### src/rtl/viterbi_pkg.sv
// Shared definitions for the K=3 convolutional encoder / Viterbi decoder pair.
// Generator polynomials, the coded-symbol type, and the encoder FSM state type.
package viterbi_pkg;

    localparam int K = 3;
    localparam logic [K-1:0] G0 = 3'b111;
    localparam logic [K-1:0] G1 = 3'b101;

    typedef logic [1:0] pair_t;

    typedef enum logic [1:0] {
        ENC_DATA  = 2'b00,
        ENC_TAIL1 = 2'b01,
        ENC_TAIL2 = 2'b10
    } enc_state_t;

    // Generator output: parity of the taps selected by polynomial g.
    // taps is ordered {u, sr[1], sr[0]} so bit K-1 of g weights the newest bit.
    function automatic logic gen_bit(input logic [K-1:0] g, input logic [K-1:0] taps);
        return ^(g & taps);
    endfunction

endpackage

### src/rtl/conv_enc_step.sv
// One trellis step of the K=3 encoder: (u, sr) -> ({g0,g1}, next sr).
// Purely combinational; the generators come from viterbi_pkg.
module conv_enc_step
    import viterbi_pkg::*;
(
    input  logic         u,
    input  logic [K-2:0] sr,
    output pair_t        pair,
    output logic [K-2:0] next_sr
);

    logic [K-1:0] taps_s;

    // Build the tap vector, evaluate both generators, shift u into the register.
    always_comb begin
        taps_s  = {u, sr};
        pair    = {gen_bit(G0, taps_s), gen_bit(G1, taps_s)};
        next_sr = {u, sr[K-2]};
    end

endmodule

### src/rtl/conv_enc_k3.sv
// Rate-1/2, K=3 convolutional encoder with valid/ready handshakes on both sides.
// One information bit in, one {g0,g1} symbol out per handshake; frames delimited
// by in_last, encoder state returns to 00 at every frame boundary.
// Build option: define CONV_ENC_TAIL_EN for zero-tail termination (two extra
// u=0 symbols per frame). Without it, the in_last symbol closes the frame and
// the shift register is cleared directly.
module conv_enc_k3
    import viterbi_pkg::*;
#(
    parameter int CNT_W = 16
) (
    input  logic             clk,
    input  logic             rst_n,
    input  logic             in_valid,
    output logic             in_ready,
    input  logic             in_bit,
    input  logic             in_last,
    output logic             out_valid,
    input  logic             out_ready,
    output logic [1:0]       out_pair,
    output logic             out_last,
    output logic [CNT_W-1:0] frame_pairs
);

    logic [K-2:0]     sr_r;
    pair_t            out_pair_r;
    logic             out_valid_r;
    logic             out_last_r;
    logic [CNT_W-1:0] count_r;
    logic [CNT_W-1:0] frame_pairs_r;

    logic             slot_free_s;
    logic             in_ready_s;
    logic             load_s;
    logic             load_last_s;
    logic             u_s;
    pair_t            step_pair_s;
    logic [K-2:0]     step_sr_s;
    logic [K-2:0]     sr_load_s;
    logic             out_hs_s;
    logic [CNT_W-1:0] cnt_inc_s;

    // The output register can take a new symbol when empty or being drained.
    assign slot_free_s = !out_valid_r || out_ready;
    assign out_hs_s    = out_valid_r && out_ready;
    assign cnt_inc_s   = (count_r == {CNT_W{1'b1}}) ? count_r
                                                    : count_r + {{(CNT_W-1){1'b0}}, 1'b1};

    conv_enc_step u_step (
        .u       (u_s),
        .sr      (sr_r),
        .pair    (step_pair_s),
        .next_sr (step_sr_s)
    );

`ifdef CONV_ENC_TAIL_EN
    enc_state_t state_r;
    enc_state_t state_nxt_s;

    // FSM state register.
    always_ff @(posedge clk) begin
        if (!rst_n) begin
            state_r <= ENC_DATA;
        end else begin
            state_r <= state_nxt_s;
        end
    end

    // FSM next state: enter the tail after the last data bit, leave after two tail symbols.
    always_comb begin
        state_nxt_s = state_r;
        case (state_r)
            ENC_DATA: begin
                if (in_valid && slot_free_s && in_last) state_nxt_s = ENC_TAIL1;
                else                                    state_nxt_s = ENC_DATA;
            end
            ENC_TAIL1: begin
                if (slot_free_s) state_nxt_s = ENC_TAIL2;
                else             state_nxt_s = ENC_TAIL1;
            end
            ENC_TAIL2: begin
                if (slot_free_s) state_nxt_s = ENC_DATA;
                else             state_nxt_s = ENC_TAIL2;
            end
            default: state_nxt_s = ENC_DATA;
        endcase
    end

    // FSM outputs: input acceptance in DATA, forced u=0 symbols in the tail states.
    always_comb begin
        in_ready_s  = 1'b0;
        u_s         = 1'b0;
        load_s      = 1'b0;
        load_last_s = 1'b0;
        sr_load_s   = step_sr_s;
        case (state_r)
            ENC_DATA: begin
                in_ready_s = slot_free_s;
                u_s        = in_bit;
                load_s     = in_valid && slot_free_s;
            end
            ENC_TAIL1: begin
                load_s = slot_free_s;
            end
            ENC_TAIL2: begin
                load_s      = slot_free_s;
                load_last_s = 1'b1;
            end
            default: begin
                load_s = 1'b0;
            end
        endcase
    end
`else
    // Data-only operation: the in_last symbol ends the frame and clears the register.
    always_comb begin
        in_ready_s  = slot_free_s;
        u_s         = in_bit;
        load_s      = in_valid && slot_free_s;
        load_last_s = in_last;
        if (in_last) sr_load_s = {(K-1){1'b0}};
        else         sr_load_s = step_sr_s;
    end
`endif

    // Encoder shift register, advanced whenever a symbol is loaded.
    always_ff @(posedge clk) begin
        if (!rst_n) begin
            sr_r <= {(K-1){1'b0}};
        end else if (load_s) begin
            sr_r <= sr_load_s;
        end else begin
            sr_r <= sr_r;
        end
    end

    // Output register: load a new symbol, drain on handshake, otherwise hold.
    always_ff @(posedge clk) begin
        if (!rst_n) begin
            out_valid_r <= 1'b0;
            out_pair_r  <= 2'b00;
            out_last_r  <= 1'b0;
        end else if (load_s) begin
            out_valid_r <= 1'b1;
            out_pair_r  <= step_pair_s;
            out_last_r  <= load_last_s;
        end else if (out_ready) begin
            out_valid_r <= 1'b0;
        end else begin
            out_valid_r <= out_valid_r;
        end
    end

    // Per-frame symbol counter; the total is published on the closing handshake.
    always_ff @(posedge clk) begin
        if (!rst_n) begin
            count_r       <= {CNT_W{1'b0}};
            frame_pairs_r <= {CNT_W{1'b0}};
        end else if (out_hs_s) begin
            if (out_last_r) begin
                frame_pairs_r <= cnt_inc_s;
                count_r       <= {CNT_W{1'b0}};
            end else begin
                count_r <= cnt_inc_s;
            end
        end else begin
            count_r <= count_r;
        end
    end

    assign in_ready    = in_ready_s;
    assign out_valid   = out_valid_r;
    assign out_pair    = out_pair_r;
    assign out_last    = out_last_r;
    assign frame_pairs = frame_pairs_r;

endmodule

### config.mk
export PLATFORM = sky130hd
export DESIGN_NAME = conv_enc_k3
export DESIGN_NICKNAME = d
export VERILOG_FILES = /design/src/rtl/viterbi_pkg.sv /design/src/rtl/conv_enc_step.sv /design/src/rtl/conv_enc_k3.sv
export SDC_FILE = /design/constraint.sdc
export NUM_CORES = 1
export LEC_CHECK = 0
export ABC_AREA = 0
export ABC_CLOCK_PERIOD_IN_PS = 2500
export CELL_PAD_IN_SITES_DETAIL_PLACEMENT = 2
export CELL_PAD_IN_SITES_GLOBAL_PLACEMENT = 2
export CORE_ASPECT_RATIO = 0.7
export CORE_MARGIN = 2
export CORE_UTILIZATION = 34
export CTS_BUF_LIST = sky130_fd_sc_hd__clkbuf_4 sky130_fd_sc_hd__clkbuf_8
export CTS_CLUSTER_SIZE = 25
export DETAILED_ROUTE_END_ITERATION = 16
export MAX_ROUTING_LAYER = met4
export PLACE_DENSITY_LB_ADDON = 0.1
export RECOVER_POWER = 100
export SLEW_MARGIN = 10
export SYNTH_ARGS = -nofsm -noshare
export SYNTH_HDL_FRONTEND = slang
export SYNTH_SLANG_ARGS = --single-unit
### constraint.sdc
create_clock -name clk -period 2.5 [get_ports clk]
set_clock_uncertainty 0.2 [all_clocks]
set_input_delay 0.375 -clock clk [delete_from_list [all_inputs] [get_ports clk]]
set_output_delay 0.375 -clock clk [all_outputs]
set_load 0.005 [all_outputs]
==> results.yml <==
# physical design summary
global_routing:
  antenna_found_initial: 0
  grt_util_all_layers_pct: 21.5
  grt_overflow_total: 0
  grt_max_degree: 32
  grt_pass1_vias: 2182
  grt_pass1_wl_mm: 11.4
setup_path:
  cp-endpoint: "count_r[9]"
  crit_path_start: "count_r[12]"
  worstPathMaxFanout: 9
  cp_slowest_cell: "dfxtp_1"
  crit_path_start_kind: "flop"
  rrSetupSlack_ns: 0.24
  crit_required_ns: 2.48
  critPathMaxStageDelay_ns: 0.54
  reg2reg_to: "count_r[9]"
  cp_num_buf_inv: 0
  cp_cell_sequence: "nand4_1, nor3_1, nor2_1, a311o_1"
  crit_path_end_kind: "flop"
  worstReg2RegStart: "count_r[12]"
  r2r.worst_path.cells: 4
  arrival_ns: 2.24
  critical_path_depth: 4
  crit_type: "flop to flop"
  cpLargestDelayFamily: "simple AND/OR/NAND/NOR gates"
min_path:
  hold_path_end: "out_pair[0]"
  holdPathStages: 2
  hold_start: "out_pair[0]"
  hp-class: "flop to flop"
final_timing:
  finalClockPeriodUsage_pct: 90.2
  clock.fmax_mhz: 443
  hold-worst-slack_ns: 0.263
  relSlewSlack_pct: 65.0
  setup_ws_ns: 0.244
  tightest_slew_ns: 0.521
  fin_crit_ns: 2.26
  setup_viol: 0
  fin_setup_tns_ns: 0
  rsz0062_at_grt: "false"
  hold_viol: 0
  slew_viol_final: 0
place:
  gp_congestion: 0.830
  pre_cts_ws_ns: 0.259
  place_inst: 337
  port_buffers: 26
  placement.cell_area_um2: 2440
  dp_hpwl_mm: 4.87
detailed_routing:
  vias: 1966
  dr.pass1.iters: 4
  avgViaCountPerCell: 5.72
  wl_mm: 6.71
  drc: 0
  drt_iter0_markers: 103
  detail-route-antenna-nets: 0
synthesis:
  ys_chip_area_um2: 2090
  ys_cells: 244
  fp_nets: 251
  synth.yosys.warnings: 0
  yosysMostFrequentCell: "dfxtp_1"
  top_cell_area_share_pct: 36.4
  aoi_share_pct: 22.5
  ff_type: "dfxtp_1"
  xor_area_share_pct: 2.93
  syn-mean-instance-area_um2: 8.57
  synthTopCellsByCount: "dfxtp_1, nand2_1, o21ai_0"
  synth-edff-count: 0
  topCellsByArea: "dfxtp_1, o21ai_0, nand2_1"
  ys_types: 52
  synth-seq-cells: 38
  async_flop_share_pct: 0
  syn_area_um2: 2090
  post_synth_main_logic_family: "simple AND/OR/NAND/NOR gates"
  synth-seq-area-share_pct: 36.4
  synth_adder_area_share_pct: 0.598
  netlist_instances: 244
  yosys.area.top_type: "dfxtp_1"
  mux_area_share_pct: 2.39
power:
  p_switching_w: 0.000281
  switching_share_pct: 24.4
  clkPwrFrac_pct: 37.7
  p_int_w: 0.000868
  seqPwrFrac_pct: 54.1
  vdd_drop_max_mv: 0.218
  seq-power_w: 0.000621
  power_frac_comb_pct: 8.2
  pg_comb_w: 0.0000940
  top_power_group: "sequential cells"
  powerDensity_nw_per_um2: 466
  power_leakage_nw: 0.878
floorplanning:
  initCoreUtil_pct: 35.8
  ios: 27
  die_w_um: 97.8
  fp-row-count: 23
  die_area_um2: 6810
  fp.dieH_um: 69.6
  core_area_um2: 5840
cells_and_area:
  logic_area_um2: 1150
  fin_area_um2: 2470
  drive_gt1_share_pct: 11.5
  area_growth_pct: 17.9
  final_cell_mix: "dfxtp_1, nand2_1, dlygate4sd3_1"
  instances_no_fill: 344
  fill_cells: 685
  layout.area.seq_um2: 761
  diodes: 0
  lay_top_count: "dfxtp_1"
  fin_nets: 276
clock_tree:
  htreeDepth: 2
  root_buffer: "clkbuf_8"
  cts_tree: "yes"
  cts_resized: 0
  clockBufferDepth: 2
  post-cts-setup-buffer-count: 0
  clkLatencyLatePin_ns: 0.30
  path_clk_slew_ns: 0.08
  numCtsBuffers: 5
  postCtsHoldBufs: 0
  clock-sinks: 38
run:
  drv_cap: 0
  warnings: 26
status:
  status: "finished, final reports clean"
[metal layers]
| metal | part of all wire, % | GRT usage, % |
|---|---|---|
| met1 | 52 | 29.5 |
| met2 | 45 | 33.5 |
| met3 | 2.4 | 4.23 |
| met4 | 0.61 | 4.01 |
| met5 | 0 | - |
[kinds of logic (layout without fill, tap and decap cells)]
kind of cell,Yosys count,in the layout
AND-OR/OR-AND,72,72
buffers and inverters,28,53
flip-flops,38,38
adder cells (fa/ha/maj),1,1
AND/OR/NAND/NOR,93,93
XOR/XNOR,7,7
multiplexers,5,5
[layout make-up]
| class | instances | area share, % |
|---|---|---|
| multi-input cells | 178 | 46.5 |
| flip-flops and latches | 38 | 30.8 |
| repair buffers | 41 | 14.7 |
| well taps | 75 | 3.80 |
| clock buffers | 7 | 3.40 |
| inverters | 5 | 0.761 |
Fig. 1: congestion heat map
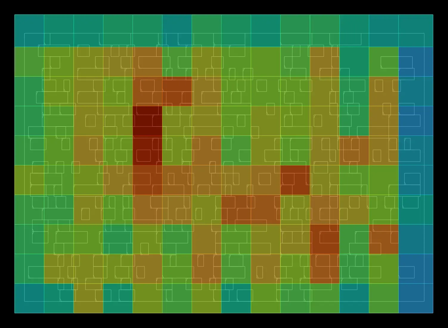
Util after Layout: 42.2%
Avg WL per Cell: 19.5 um
met3 Resource Use GR: 4.23%
busiest layer in global routing: met2
M1 GR Usage: 29.5%

Fig. 2: pin map
(4 px per um) Pins as bars across the die edge, other pins in gray.
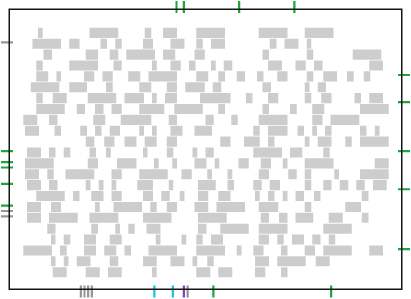
Key: purple = rst_n [pins 1, direction input, edge south]; green = frame_pairs [pins 16, direction output, edge 5 east, 5 west, 4 north, 2 south]; cyan = out_pair [pins 2, direction output, edge south]
All pins by edge: 10 south, 8 west, 5 east, 4 north.

Power figures rest on the tool's default switching activity, not on a simulated workload.
